`config.mk`:
```
export PLATFORM = sky130hd
export DESIGN_NAME = conv_window_streamer
export DESIGN_NICKNAME = d
export VERILOG_FILES = /design/src/rtl/conv_window_streamer.sv
export SDC_FILE = /design/constraint.sdc
export NUM_CORES = 1
export LEC_CHECK = 0
export CORE_ASPECT_RATIO = 1.2
export CORE_UTILIZATION = 24
export CTS_CLUSTER_SIZE = 25
export DETAILED_ROUTE_END_ITERATION = 10
export GPL_TIMING_DRIVEN = 0
export SYNTH_ARGS = -nofsm -noshare
export SYNTH_HDL_FRONTEND = slang
export SYNTH_SLANG_ARGS = --single-unit
```
`constraint.sdc`:
```
create_clock -name clk -period 3.8 [get_ports clk]
set_clock_uncertainty 0.15 [all_clocks]
set_input_delay 0.57 -clock clk [delete_from_list [all_inputs] [get_ports clk]]
set_output_delay 0.57 -clock clk [all_outputs]
set_load 0.01 [all_outputs]
```
`src/rtl/conv_window_streamer.sv`:
```
// Raster pixel stream to KxK convolution windows at a configurable stride.
// K-1 line buffers feed a KxK register window; a single output register holds each window until consumed.
module conv_window_streamer #(
    parameter int DATA_W = 16,
    parameter int IMG_W  = 9,
    parameter int IMG_H  = 9,
    parameter int K      = 3,
    parameter int STRIDE = 2
) (
    input  logic                  clk,
    input  logic                  reset,
    input  logic [DATA_W-1:0]     in_pixel,
    input  logic                  in_valid,
    output logic                  in_ready,
    output logic [K*K*DATA_W-1:0] out_window,
    output logic                  out_valid,
    input  logic                  out_ready,
    output logic                  out_last,
    output logic                  frame_done,
    output logic [1:0]            fsm_state
);

    localparam int COL_W  = $clog2(IMG_W);
    localparam int ROW_W  = $clog2(IMG_H);
    localparam int PH_W   = (STRIDE > 1) ? $clog2(STRIDE) : 1;
    localparam int OUT_WN = (IMG_W - K) / STRIDE + 1;
    localparam int OUT_HN = (IMG_H - K) / STRIDE + 1;
    localparam int LAST_C = K - 1 + (OUT_WN - 1) * STRIDE;
    localparam int LAST_R = K - 1 + (OUT_HN - 1) * STRIDE;

    typedef enum logic [1:0] {FILL = 2'd0, STREAM = 2'd1, WRAP = 2'd2} state_t;

    state_t state_q, state_d;

    logic [COL_W-1:0]  col;
    logic [ROW_W-1:0]  row;
    logic [PH_W-1:0]   col_ph, row_ph;
    logic [DATA_W-1:0] lb [K-1][IMG_W];
    logic [DATA_W-1:0] win [K][K];
    logic [DATA_W-1:0] win_next [K][K];
    logic [DATA_W-1:0] new_col [K];
    logic [K*K*DATA_W-1:0] win_flat;

    logic accept, col_last, row_last, col_ok, row_ok, emit, at_last_pos;

    // Handshake: a pixel moves when in_valid && in_ready; a window moves when out_valid && out_ready.
    // in_ready is combinational so a consumed window can be replaced in the same cycle.
    assign in_ready    = !out_valid || out_ready;
    assign accept      = in_valid && in_ready;
    assign col_last    = (col == COL_W'(IMG_W - 1));
    assign row_last    = (row == ROW_W'(IMG_H - 1));
    assign col_ok      = (col >= COL_W'(K - 1));
    assign row_ok      = (row >= ROW_W'(K - 1));
    assign emit        = accept && col_ok && row_ok && (col_ph == '0) && (row_ph == '0);
    assign at_last_pos = (row == ROW_W'(LAST_R)) && (col == COL_W'(LAST_C));
    assign frame_done  = (state_q == WRAP);
    assign fsm_state   = state_q;

    always_ff @(posedge clk) begin
        if (reset) begin
            col    <= '0;
            row    <= '0;
            col_ph <= '0;
            row_ph <= '0;
        end else if (accept) begin
            if (col_last) begin
                col    <= '0;
                col_ph <= '0;
                if (row_last) begin
                    row    <= '0;
                    row_ph <= '0;
                end else begin
                    row <= row + 1'b1;
                    if (row_ok)
                        row_ph <= (row_ph == PH_W'(STRIDE - 1)) ? '0 : row_ph + 1'b1;
                end
            end else begin
                col <= col + 1'b1;
                if (col_ok)
                    col_ph <= (col_ph == PH_W'(STRIDE - 1)) ? '0 : col_ph + 1'b1;
            end
        end
    end

    // Buffers are never cleared; row >= K-1 gating keeps old-frame rows out of emitted windows.
    always_ff @(posedge clk) begin
        if (accept) begin
            for (int j = 0; j < K - 2; j++)
                lb[j][col] <= lb[j+1][col];
            lb[K-2][col] <= in_pixel;
        end
    end

    always_comb begin
        for (int r = 0; r < K - 1; r++)
            new_col[r] = lb[r][col];
        new_col[K-1] = in_pixel;
        for (int r = 0; r < K; r++) begin
            for (int c = 0; c < K - 1; c++)
                win_next[r][c] = win[r][c+1];
            win_next[r][K-1] = new_col[r];
        end
        win_flat = '0;
        for (int r = 0; r < K; r++)
            for (int c = 0; c < K; c++)
                win_flat[(r*K+c)*DATA_W +: DATA_W] = win_next[r][c];
    end

    always_ff @(posedge clk) begin
        if (reset) begin
            for (int r = 0; r < K; r++)
                for (int c = 0; c < K; c++)
                    win[r][c] <= '0;
            out_valid  <= 1'b0;
            out_last   <= 1'b0;
            out_window <= '0;
        end else begin
            if (accept)
                win <= win_next;
            if (emit) begin
                out_valid  <= 1'b1;
                out_window <= win_flat;
                out_last   <= (state_q == STREAM) && at_last_pos;
            end else if (out_ready) begin
                out_valid <= 1'b0;
                out_last  <= 1'b0;
            end
        end
    end

    always_ff @(posedge clk) begin
        if (reset)
            state_q <= FILL;
        else
            state_q <= state_d;
    end

    always_comb begin
        state_d = state_q;
        case (state_q)
            FILL:    if (accept && col_last && row == ROW_W'(K - 2)) state_d = STREAM;
            STREAM:  if (accept && col_last && row_last) state_d = WRAP;
            WRAP:    state_d = FILL;
            default: state_d = FILL;
        endcase
    end

endmodule

```
==> results_slide.txt <==
Flow Results at a Glance

Run status
  • Status: complete, no violations

Global route
  • First-pass GRT wire length: just under 100000 um
  • Tot GR Track Use: about 15%

Clock network
  • Worst-Skew Late Latency: 0.59 ns
  • Num Clock Sinks: roughly 540
  • Clk buf depth: 3
  • CTS buffer count: roughly 50
  • Root buffer cell: clkbuf_16
  • Clock transition at the registers of the reported paths: 0.06 ns

Layout
  • Non-CTS buffers: ~330
  • Layout cells sized above 1: between 6 and 7%
  • MI comb area: between 0.006 and 0.007 mm^2
  • Nets: just over 2000

Die
  • Die Span Y: between 300 and 400 um
  • Tap cells: approximately 1100
  • Die area: roughly 0.088 mm^2
  • Core area: 0.0862 mm^2

Synth
  • Post-synth top area cell: edfxtp_1
  • Ys async rst share: 0%
  • Yosys top cell by instances: edfxtp_1
  • Avg Inst Size Synth: around 12 um^2
  • Synth Warn #: 0
  • Post-synth cell types: 37
  • Gate Count Post-Synth: roughly 1800

Worst setup path
  • Worst Path Arrival: ~3.8 ns
  • R2r setup slk: 0.17 ns
  • R2R Path End: lb[0][4]
  • Buf+Inv Stages, Crit Path: 6
  • Required time of the critical path: approximately 3.9 ns
  • Delay-heaviest family, CP: buffers and inverters
  • Worst stage delay on the critical path: 0.54 ns

Detailed routing
  • Drt pass-1 iters: 5
  • Drt via density: roughly 4.7
  • DR vias: about 15000
  • Starting DRC count in detailed routing: between 1000 and 1500

Power
  • Combinational power share: a little under 8%
  • Sequential Power Share: 52.3%
  • Clk. pwr: roughly 5000 uW
  • Pwr dens: about 480 mW/mm^2
  • Comb. pwr: approximately 960 uW
  • Net Switching: 2990 uW

Hold path
  • Hold Path Stages: 2
  • WHS Endpoint: win[24]
  • Hold Crit Class: flip-flop to flip-flop

Placement
  • Placed inst area: 0.0242 mm^2
  • Detailed Place HPWL: 48300 um

Flow run
  • Maxcap violations: 0

Timing
  • RSZ-0062 raised after global routing: no
[placed cells by master (no fill, tap or decap), types with 14 or more instances in the layout]
cell type	n
a21oi_1	216
buf_1	17
buf_2	27
clkbuf_1	128
clkbuf_16	50
clkdlybuf4s50_1	169
dfxtp_1	254
edfxtp_1	288
mux2i_1	128
nand2_1	136
nand2b_1	33
nand3_1	118
nand3b_1	66
nor2_1	56
o21ai_0	178
o22ai_1	32
o31ai_1	32
o32ai_1	18
o32ai_2	14
[registers in the layout, indices dropped and copies added (netlist names)]
| signal | cells |
|---|---|
| col_ph | 1 |
| out_valid | 1 |
| row | 4 |
| lb | 288 |
| out_last | 1 |
| row_ph | 1 |
| fsm_state | 2 |
| out_window | 144 |
| win | 96 |
| col | 4 |
[logic make-up after synthesis]
group | share of synthesized area, %
buffers and inverters | 3.23
multiplexers | 6.14
AND/OR/NAND/NOR | 10.5
XOR/XNOR | 0.126
flip-flops | 65.8
AND-OR/OR-AND | 13.8
adder cells (fa/ha/maj) | 0.480
[repair_timing]
action                     4_1_cts  5_1_grt
pin swaps                        1        0
setup buffers                    1        0
resized                          1        1
setup endpoints to repair       45        1
[routing by layer]
metal,wire length [um],vias to the layer above,global-route usage [%]
li1,-,7001,-
met1,27200,7392,17.9
met2,31800,526,24.7
met3,5860,121,4.32
met4,2010,12,5.00
met5,63,-,0
[worst min-delay path, stage by stage (launching register included)]
cell,delay (ns)
dfxtp_1,0.31
nand2_1,0.05
a21oi_1,0.05
[metrics by stage]
step	worst slack, ns	cells	total power (uW)
6_report	0.170	3192	12400
3_5_place_dp	-0.0699	3097	7560
2_1_floorplan	0.380	1779	7120
5_1_grt	0.0556	3192	12700
3_3_place_gp	-1.39	3088	7530
4_1_cts	0.192	3192	12400
layer_met3.png
Bar = 100 um.
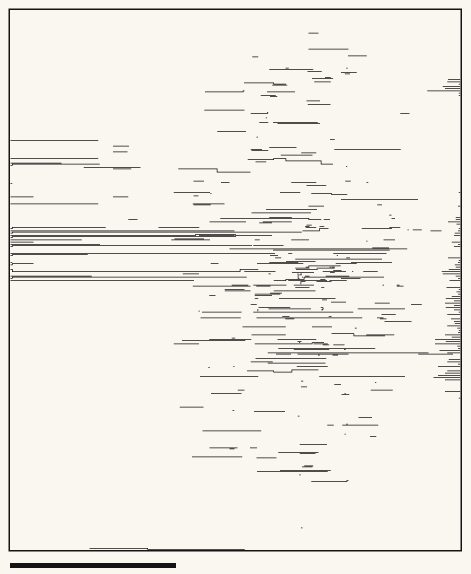
longest straight run: 174 um
wire length on this layer: 5860 um

logic_types.png
Bar = 100 um.
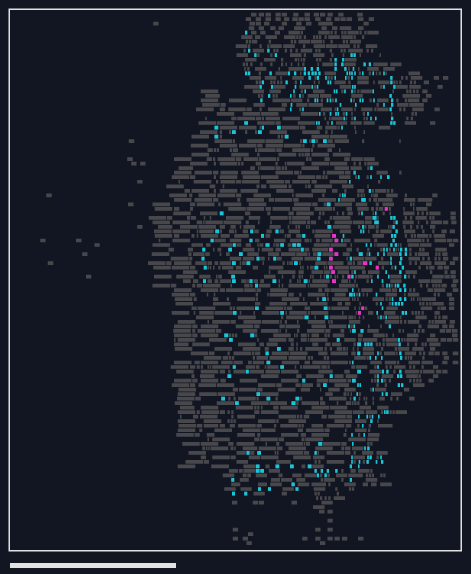
legend:
  AND and OR gates:
    colour: magenta
    cells: 14
    most_used: and3_2
    where: east
  NAND gates:
    colour: cyan
    cells: 355
    most_used: nand2_1

cell_density.png
The die is cut into 27 by 33 equal tiles; black is low, pale yellow is high, 0 to 100% covered.
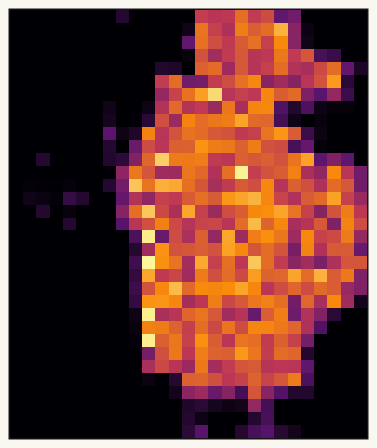
nearly empty tiles: 45%
emptiest ninth of the die: south-west
tiles over 75% full: 4.8%
fullest tile: 98%
mean over tiles: 28%

placement.png
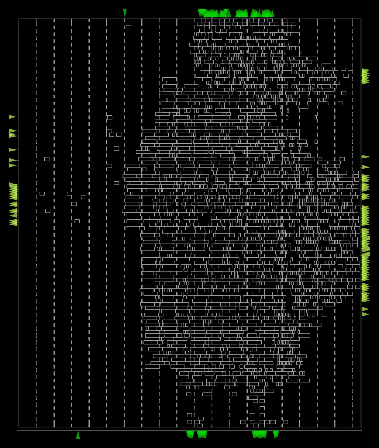
Final Core Density: 29.9%
sequential share of cell area: 53.2%
row count: 118
flop count: 542

io_fan.png
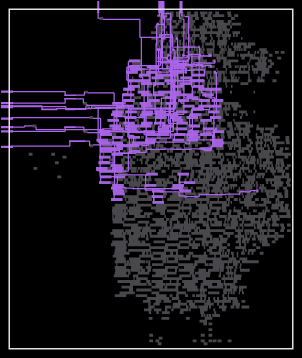
legend:
  in_pixel:
    colour: purple
    bits: 16
    direction: input
    edge: 8 west, 8 north
    end_cells: 176
    buffers: 16
    wire: 4680 um

Power and IR drop assume default switching activity.
